run_1/congestion_map.png
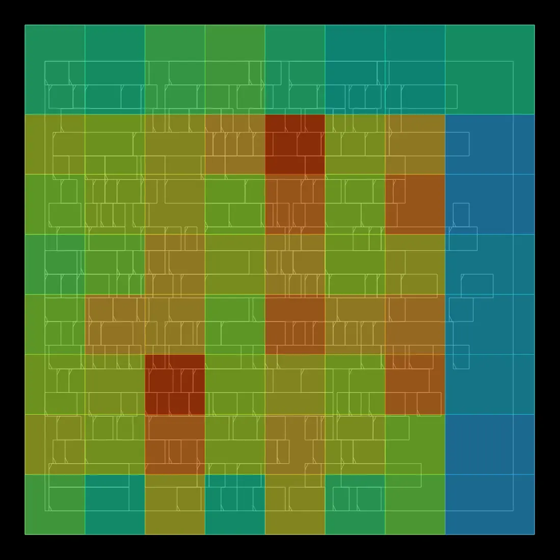
run_1/m3.png
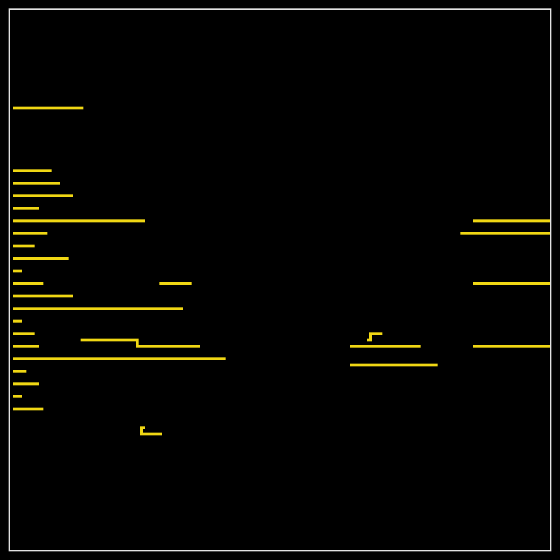
run_1/m2.png
Bar = 20 µm.
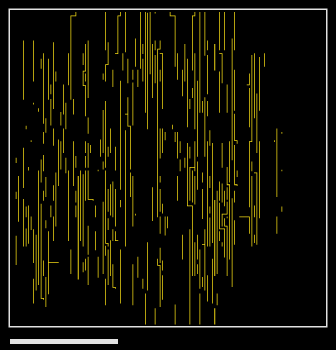
run_1/ff_map.png
Bar = 20 µm. Other sequential cells in the stronger gray, the rest of the logic in the fainter gray.
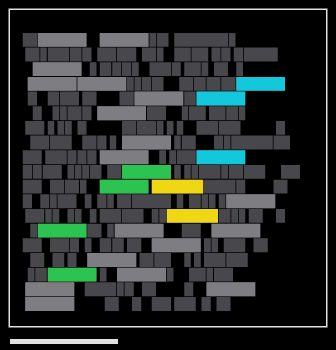
$ cat src/rtl/alu_pkg.sv
// Shared types and constants for the ALU issue controller and its helpers.
package alu_pkg;

  localparam int unsigned WIDTH_DEF = 4;
  localparam int unsigned OPW_DEF   = 3;

  localparam logic [2:0] OP_RESERVED = 3'b011;

  typedef enum logic [1:0] {
    IDLE  = 2'd0,
    ISSUE = 2'd1,
    RESP  = 2'd2
  } state_t;

endpackage

$ cat src/rtl/alu_settle_cnt.sv
// Loadable down-counter that stops at zero; zero_c flags an expired settle window.
module alu_settle_cnt #(
  parameter int unsigned CW = 1
) (
  input  logic          clk,
  input  logic          reset,
  input  logic          load,
  input  logic          en,
  input  logic [CW-1:0] load_val,
  output logic          zero_c
);

  logic [CW-1:0] cnt;

  always_ff @(posedge clk or posedge reset) begin
    if (reset) begin
      cnt <= '0;
    end else if (load) begin
      cnt <= load_val;
    end else if (en && (cnt != '0)) begin
      cnt <= cnt - CW'(1);
    end
  end

  assign zero_c = (cnt == '0);

endmodule

$ cat src/rtl/alu_issue_ctrl.sv
// Issues one request at a time to a combinational ALU, holds its inputs for a
// settle window, then returns the sampled result/flags on a valid/ready port.
module alu_issue_ctrl
  import alu_pkg::*;
#(
  parameter int unsigned WIDTH  = WIDTH_DEF,
  parameter int unsigned OPW    = OPW_DEF,
  parameter int unsigned SETTLE = 1
) (
  input  logic             clk,
  input  logic             reset,
  input  logic             req_valid,
  output logic             req_ready,
  input  logic [WIDTH-1:0] req_a,
  input  logic [WIDTH-1:0] req_b,
  input  logic [OPW-1:0]   req_op,
  input  logic             req_use_acc,
  output logic [WIDTH-1:0] alu_a,
  output logic [WIDTH-1:0] alu_b,
  output logic [OPW-1:0]   alu_com,
  input  logic [WIDTH-1:0] alu_r,
  input  logic             alu_carry,
  input  logic             alu_zero,
  output logic             rsp_valid,
  input  logic             rsp_ready,
  output logic [WIDTH-1:0] rsp_r,
  output logic             rsp_carry,
  output logic             rsp_zero,
  output logic             rsp_err,
  output logic [WIDTH-1:0] acc
);

  localparam int unsigned CW = (SETTLE < 2) ? 1 : $clog2(SETTLE + 1);

  state_t state;
  logic   accept;
  logic   reserved;
  logic   cnt_zero_c;

  assign accept   = (state == IDLE) && req_valid && req_ready;
  assign reserved = (req_op == OPW'(OP_RESERVED));

  alu_settle_cnt #(.CW(CW)) u_settle (
    .clk      (clk),
    .reset    (reset),
    .load     (accept && !reserved),
    .en       (state == ISSUE),
    .load_val (CW'(SETTLE - 1)),
    .zero_c   (cnt_zero_c)
  );

  always_ff @(posedge clk or posedge reset) begin
    if (reset) begin
      state     <= IDLE;
      req_ready <= 1'b0;
      alu_a     <= '0;
      alu_b     <= '0;
      alu_com   <= '0;
      rsp_valid <= 1'b0;
      rsp_r     <= '0;
      rsp_carry <= 1'b0;
      rsp_zero  <= 1'b0;
      rsp_err   <= 1'b0;
      acc       <= '0;
    end else begin
      case (state)
        IDLE: begin
          req_ready <= 1'b1;
          if (accept) begin
            req_ready <= 1'b0;
            if (reserved) begin
              // Reserved command never reaches the ALU; answer immediately.
              rsp_r     <= '0;
              rsp_carry <= 1'b0;
              rsp_zero  <= 1'b0;
              rsp_err   <= 1'b1;
              rsp_valid <= 1'b1;
              state     <= RESP;
            end else begin
              alu_a   <= req_use_acc ? acc : req_a;
              alu_b   <= req_b;
              alu_com <= req_op;
              state   <= ISSUE;
            end
          end
        end
        ISSUE: begin
          if (cnt_zero_c) begin
            rsp_r     <= alu_r;
            rsp_carry <= alu_carry;
            rsp_zero  <= alu_zero;
            rsp_err   <= 1'b0;
            acc       <= alu_r;
            rsp_valid <= 1'b1;
            state     <= RESP;
          end
        end
        RESP: begin
          if (rsp_ready) begin
            rsp_valid <= 1'b0;
            req_ready <= 1'b1;
            state     <= IDLE;
          end
        end
        default: begin
          state     <= IDLE;
          rsp_valid <= 1'b0;
          req_ready <= 1'b0;
        end
      endcase
    end
  end

endmodule
$ cat config.mk
export PLATFORM = sky130hd
export DESIGN_NAME = alu_issue_ctrl
export DESIGN_NICKNAME = d
export VERILOG_FILES = /design/src/rtl/alu_pkg.sv /design/src/rtl/alu_settle_cnt.sv /design/src/rtl/alu_issue_ctrl.sv
export SDC_FILE = /design/constraint.sdc
export NUM_CORES = 1
export LEC_CHECK = 0
export ABC_AREA = 1
export CAP_MARGIN = 40
export CORE_MARGIN = 2
export CORE_UTILIZATION = 40
export CTS_BUF_LIST = sky130_fd_sc_hd__clkbuf_4
export DETAILED_ROUTE_END_ITERATION = 6
export GPL_ROUTABILITY_DRIVEN = 0
export GPL_TIMING_DRIVEN = 0
export PLACE_DENSITY = 0.77
export SETUP_SLACK_MARGIN = 0.02
export SLEW_MARGIN = 10
export SYNTH_ARGS = -nofsm -noshare
export SYNTH_HDL_FRONTEND = slang
export SYNTH_HIERARCHICAL = 1
export SYNTH_SLANG_ARGS = --single-unit
$ cat constraint.sdc
create_clock -name clk -period 1.2 [get_ports clk]
set_input_delay 0.36 -clock clk [delete_from_list [all_inputs] [get_ports clk]]
set_output_delay 0.36 -clock clk [all_outputs]
set_load 0.01 [all_outputs]
==> flow_summary.yaml, run 1 <==
# physical design summary
finish:
  fin_area_mm2: 0.00194
  mi_logic_area_um2: 517
  nClkBuffers: 4
  diodes: 0
  fin_cells: 240
  lay_top_cells: "nand2_1 (47), dfrtp_1 (25), buf_2 (22), buf_4 (22), clkdlybuf4s50_1 (17)"
  register_area_um2: 678
  layout.cells.most_common: "nand2_1"
  drive_above_1_share_pct: 46.4
  sh_seq_area_pct: 34.9
  n_all_inverters: 16
  buf_share_pct: 31.4
  clock_area_share_pct: 1.55
  multi_input_comb_cells: 87
  combAreaFraction_pct: 26.6
  area_growth_pct: 63.0
  fillers: 209
  largest_cell_class: "sequential cells"
  nets: 232
timing:
  tns_ns: -0.737
  fmax_ghz: 0.802
  rsz0062_at_grt: "yes"
  postLayoutSetupSlackWorst_ns: -0.0464
  fin_hold_ws_ns: 0.193
  finalSetupViolations: 38
  tightest_slew_ns: 0.500
  min_period_ns: 1.25
  slew_headroom_pct: 66.6
  fin_skew_ns: 0.00248
  min_period_over_period_pct: 104
pwr:
  switchingPower_w: 0.00190
  power_frac_seq_pct: 34.0
  power_frac_comb_pct: 57.5
  p_per_area_mw_per_mm2: 2450
  p_clk_w: 0.000403
  clkPwrFrac_pct: 8.5
  power.total_w: 0.00475
  p_int_w: 0.00285
  swShare_pct: 40.1
  peakVddDrop_mv: 1.54
  sequentialPower_w: 0.00161
critical_path:
  cp-start-kind: "flip-flop"
  crit_fanout: 2
  cp.arrival_ns: 0.89
  crit_start: "rsp_r[1]$_DFFE_PP0P_"
  critPathBufInv: 1
  cp-endpoint: "rsp_r[1]"
  reg2reg_slack_ns: -0.03
  reg2reg_to: "alu_a[2]$_DFFE_PP0P_"
  crit_required_ns: 0.84
  critPathCaptureType: "output pin"
  r2r_cells: 5
  cp.depth: 1
  crit_family: "flip-flops"
  cp_cell_sequence: "buf_2"
  path_class: "flip-flop to output pin"
  critPathMaxStageDelay_ns: 0.43
synth:
  yosysUniqueCellTypes: 18
  simple_gate_share_pct: 26.8
  logic_family: "simple AND/OR/NAND/NOR gates"
  avgSynthCellArea_um2: 9.09
  yosysTopAreaCellShare_pct: 56.7
  fa_ha_area_share_pct: 0
  postSynthSeqShare_pct: 56.7
  ys.flop_type: "dfrtp_1"
  ys.flops: 27
  aoi_share_pct: 7.98
  area_leaders: "dfrtp_1 (57%), nand2_1 (20%), inv_1 (4.1%)"
  common_cells: "nand2_1 (62), dfrtp_1 (27), inv_1 (13)"
  edf_count: 0
  ys_sh_xor_pct: 0
  most_common_cell: "nand2_1"
  syn_nets: 153
  synth.area.mux_share_pct: 1.89
cts:
  holdBufCountCts: 0
  cts.htree.levels: 1
  clock_latency_ns: 0.31
  postCtsSetupBuffers: 11
  clk_pin_slew_ns: 0.14
  numCtsBuffers: 3
  cts_repair_resize_count: 120
  root_buffer: "clkbuf_4"
  cts.path.max_buffers: 2
  cts.sinks: 27
route:
  via_per_inst: 4.70
  drt-initial-drc-count: 14
  drc: 0
  wl_met1_um: 1390
  dr_wl_met2_um: 1610
  drtPass1Iterations: 4
  wl_met3_um: 185
  detail_route.wl_per_cell_um: 13.3
  top_layer: "met4"
global_routing:
  grt_pass1_wl_um: 4890
  grt_pass1_vias: 1081
  grt_util_met2_pct: 29.9
  grt_overflow: 0
  grt_start_max_net_pins: 18
floorplan:
  die_w_um: 58.6
  core_area_mm2: 0.00278
  nWellTaps: 31
  die_y_um: 58.6
  num_rows: 19
  io_pins: 46
  initCoreUtil_pct: 42.8
hold_path:
  hp-class: "input port to async pin"
placed_design:
  dp.cells: 208
  io_buffer_count: 45
  hpwl_um: 2160
  place_area_mm2: 0.00171
  pre_cts_ws_ns: -0.459
outcome:
  status: "finished with violations"
  failed_checks: "setup timing"
Back to the opening pictures, congestion_map.png:
GRT Total Usage: 18.6%
GRT busiest layer: met2
final core occ: 69.8%
M3 GR Usage: 2.42%
met1 usage: 26.3%

Back to the opening pictures, m3.png:
wire length on this layer: 185 µm
longest straight run: 22.8 µm
nets with wire on the layer: 30
final wirelength: 3200 µm
via count: 1127

Back to the opening pictures, m2.png:
wire length on this layer: 1610 µm
nets with wire on the layer: 202

Back to the opening pictures, ff_map.png:
| signal | color | placed flops |
|---|---|---|
| `state` | yellow | 2 |
| `acc` | green | 4 |
| `alu_com` | cyan | 3 |

run_1/gates.png
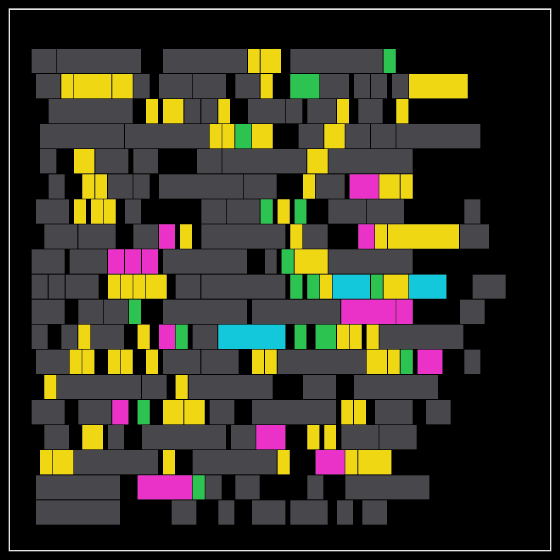

==> run 2: changes to the inputs <==
--- a/config.mk
+++ b/config.mk
@@ -5,7 +5,6 @@
 export SDC_FILE = /design/constraint.sdc
 export NUM_CORES = 1
 export LEC_CHECK = 0
-export ABC_AREA = 1
 export CAP_MARGIN = 40
 export CORE_MARGIN = 2
 export CORE_UTILIZATION = 40
@@ -13,10 +12,11 @@
 export DETAILED_ROUTE_END_ITERATION = 6
 export GPL_ROUTABILITY_DRIVEN = 0
 export GPL_TIMING_DRIVEN = 0
-export PLACE_DENSITY = 0.77
+export PLACE_DENSITY = 0.78
 export SETUP_SLACK_MARGIN = 0.02
 export SLEW_MARGIN = 10
 export SYNTH_ARGS = -nofsm -noshare
 export SYNTH_HDL_FRONTEND = slang
 export SYNTH_HIERARCHICAL = 1
 export SYNTH_SLANG_ARGS = --single-unit
+export TNS_END_PERCENT = 50
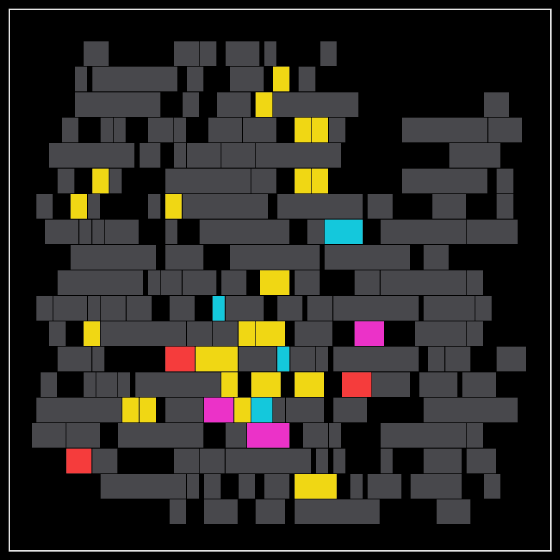
run_2/gates.png
| family | color | cells |
|---|---|---|
| aoi and oai cells | yellow | 21 |
| non-inverting ao/oa cells | red | 3 |
| and/or cells | magenta | 3 |
| nor cells | cyan | 4 |
combinational share of cell area: 26.5%
Finished Layout Cells: 205
most used logic cell in the final layout: dfrtp_1

==> flow_summary.yaml, run 2 <==
# physical design summary
pwr:
  peakVddDrop_mv: 1.43
  clkPwrFrac_pct: 9.5
  switchingPower_w: 0.00162
  p_per_area_mw_per_mm2: 2430
  sequentialPower_w: 0.00160
  power.total_w: 0.00435
  power_frac_seq_pct: 36.7
  p_clk_w: 0.000414
  swShare_pct: 37.2
finish:
  n_all_inverters: 5
  lay_top_cells: "dfrtp_1 (25), buf_2 (23), nand2_1 (18), buf_4 (18), clkdlybuf4s50_1 (17)"
  area_growth_pct: 55.3
  largest_cell_class: "sequential cells"
  multi_input_comb_cells: 68
  sh_seq_area_pct: 37.8
  clock_area_share_pct: 1.68
  fin_area_mm2: 0.00179
  buf_share_pct: 30.7
  postLayoutCoreUtil_pct: 65.0
  nets: 197
  fillers: 229
  nClkBuffers: 3
outcome:
  status: "finished with violations"
  failed_checks: "setup timing"
cts:
  cts_repair_resize_count: 111
  numCtsBuffers: 3
  postCtsSetupBuffers: 18
  cts.sinks: 27
  holdBufCountCts: 0
  root_buffer: "clkbuf_4"
  clk_pin_slew_ns: 0.15
  cts.htree.levels: 1
  clock_latency_ns: 0.33
global_routing:
  grt_util_met2_pct: 35.4
  grt_start_max_net_pins: 20
  grtUsageMet3_pct: 3.79
  grt_pass1_wl_um: 4980
  grt_overflow: 0
  busiest_layer: "met2"
synth:
  simple_gate_share_pct: 14.3
  ys_sh_xor_pct: 0
  fa_ha_area_share_pct: 0
  yosysTopAreaCellShare_pct: 58.6
  edf_count: 0
  avgSynthCellArea_um2: 11.1
  ys.flops: 27
  ys.flop_type: "dfrtp_1"
  synth.area.mux_share_pct: 10.6
  most_common_cell: "dfrtp_1"
  common_cells: "dfrtp_1 (27), nand2_1 (21), o21ai_0 (16)"
  area_leaders: "dfrtp_1 (59%), o21ai_0 (6.9%), nand2_1 (6.8%)"
  postSynthSeqShare_pct: 58.6
  logic_family: "simple AND/OR/NAND/NOR gates"
  syn_nets: 126
placed_design:
  place_area_mm2: 0.00166
  hpwl_um: 2120
  pre_cts_ws_ns: -0.677
  dp.cells: 180
  io_buffer_count: 44
route:
  dr_total_vias: 1050
  drtPass1Iterations: 4
  drc: 0
  detail_route.wl_per_cell_um: 15.1
  dr_wl_met2_um: 1700
  wl_met3_um: 206
  via_per_inst: 5.12
  routed_wl_um: 3090
  top_layer: "met4"
timing:
  fmax_ghz: 0.698
  fin_skew_ns: 0.00436
  fin_hold_ws_ns: 0.166
  postLayoutSetupSlackWorst_ns: -0.233
  min_period_ns: 1.43
  min_period_over_period_pct: 119
  finalSetupViolations: 46
  rsz0062_at_grt: "yes"
critical_path:
  crit_fanout: 5
  crit_required_ns: 1.44
  critPathMaxStageDelay_ns: 0.46
  reg2reg_to: "alu_com[1]$_DFFE_PP0P_"
  crit_family: "flip-flops"
  cp-start-kind: "flip-flop"
  r2r_cells: 4
  critPathCaptureType: "flip-flop"
  crit_start: "state[1]$_DFFE_PP0P_"
  cp.depth: 4
  cp.arrival_ns: 1.67
  critPathBufInv: 1
hold_path:
  hp-class: "input port to async pin"
floorplan:
  initCoreUtil_pct: 41.8
  nWellTaps: 31
  io_pins: 46
Power is estimated from default activity; no workload was simulated.
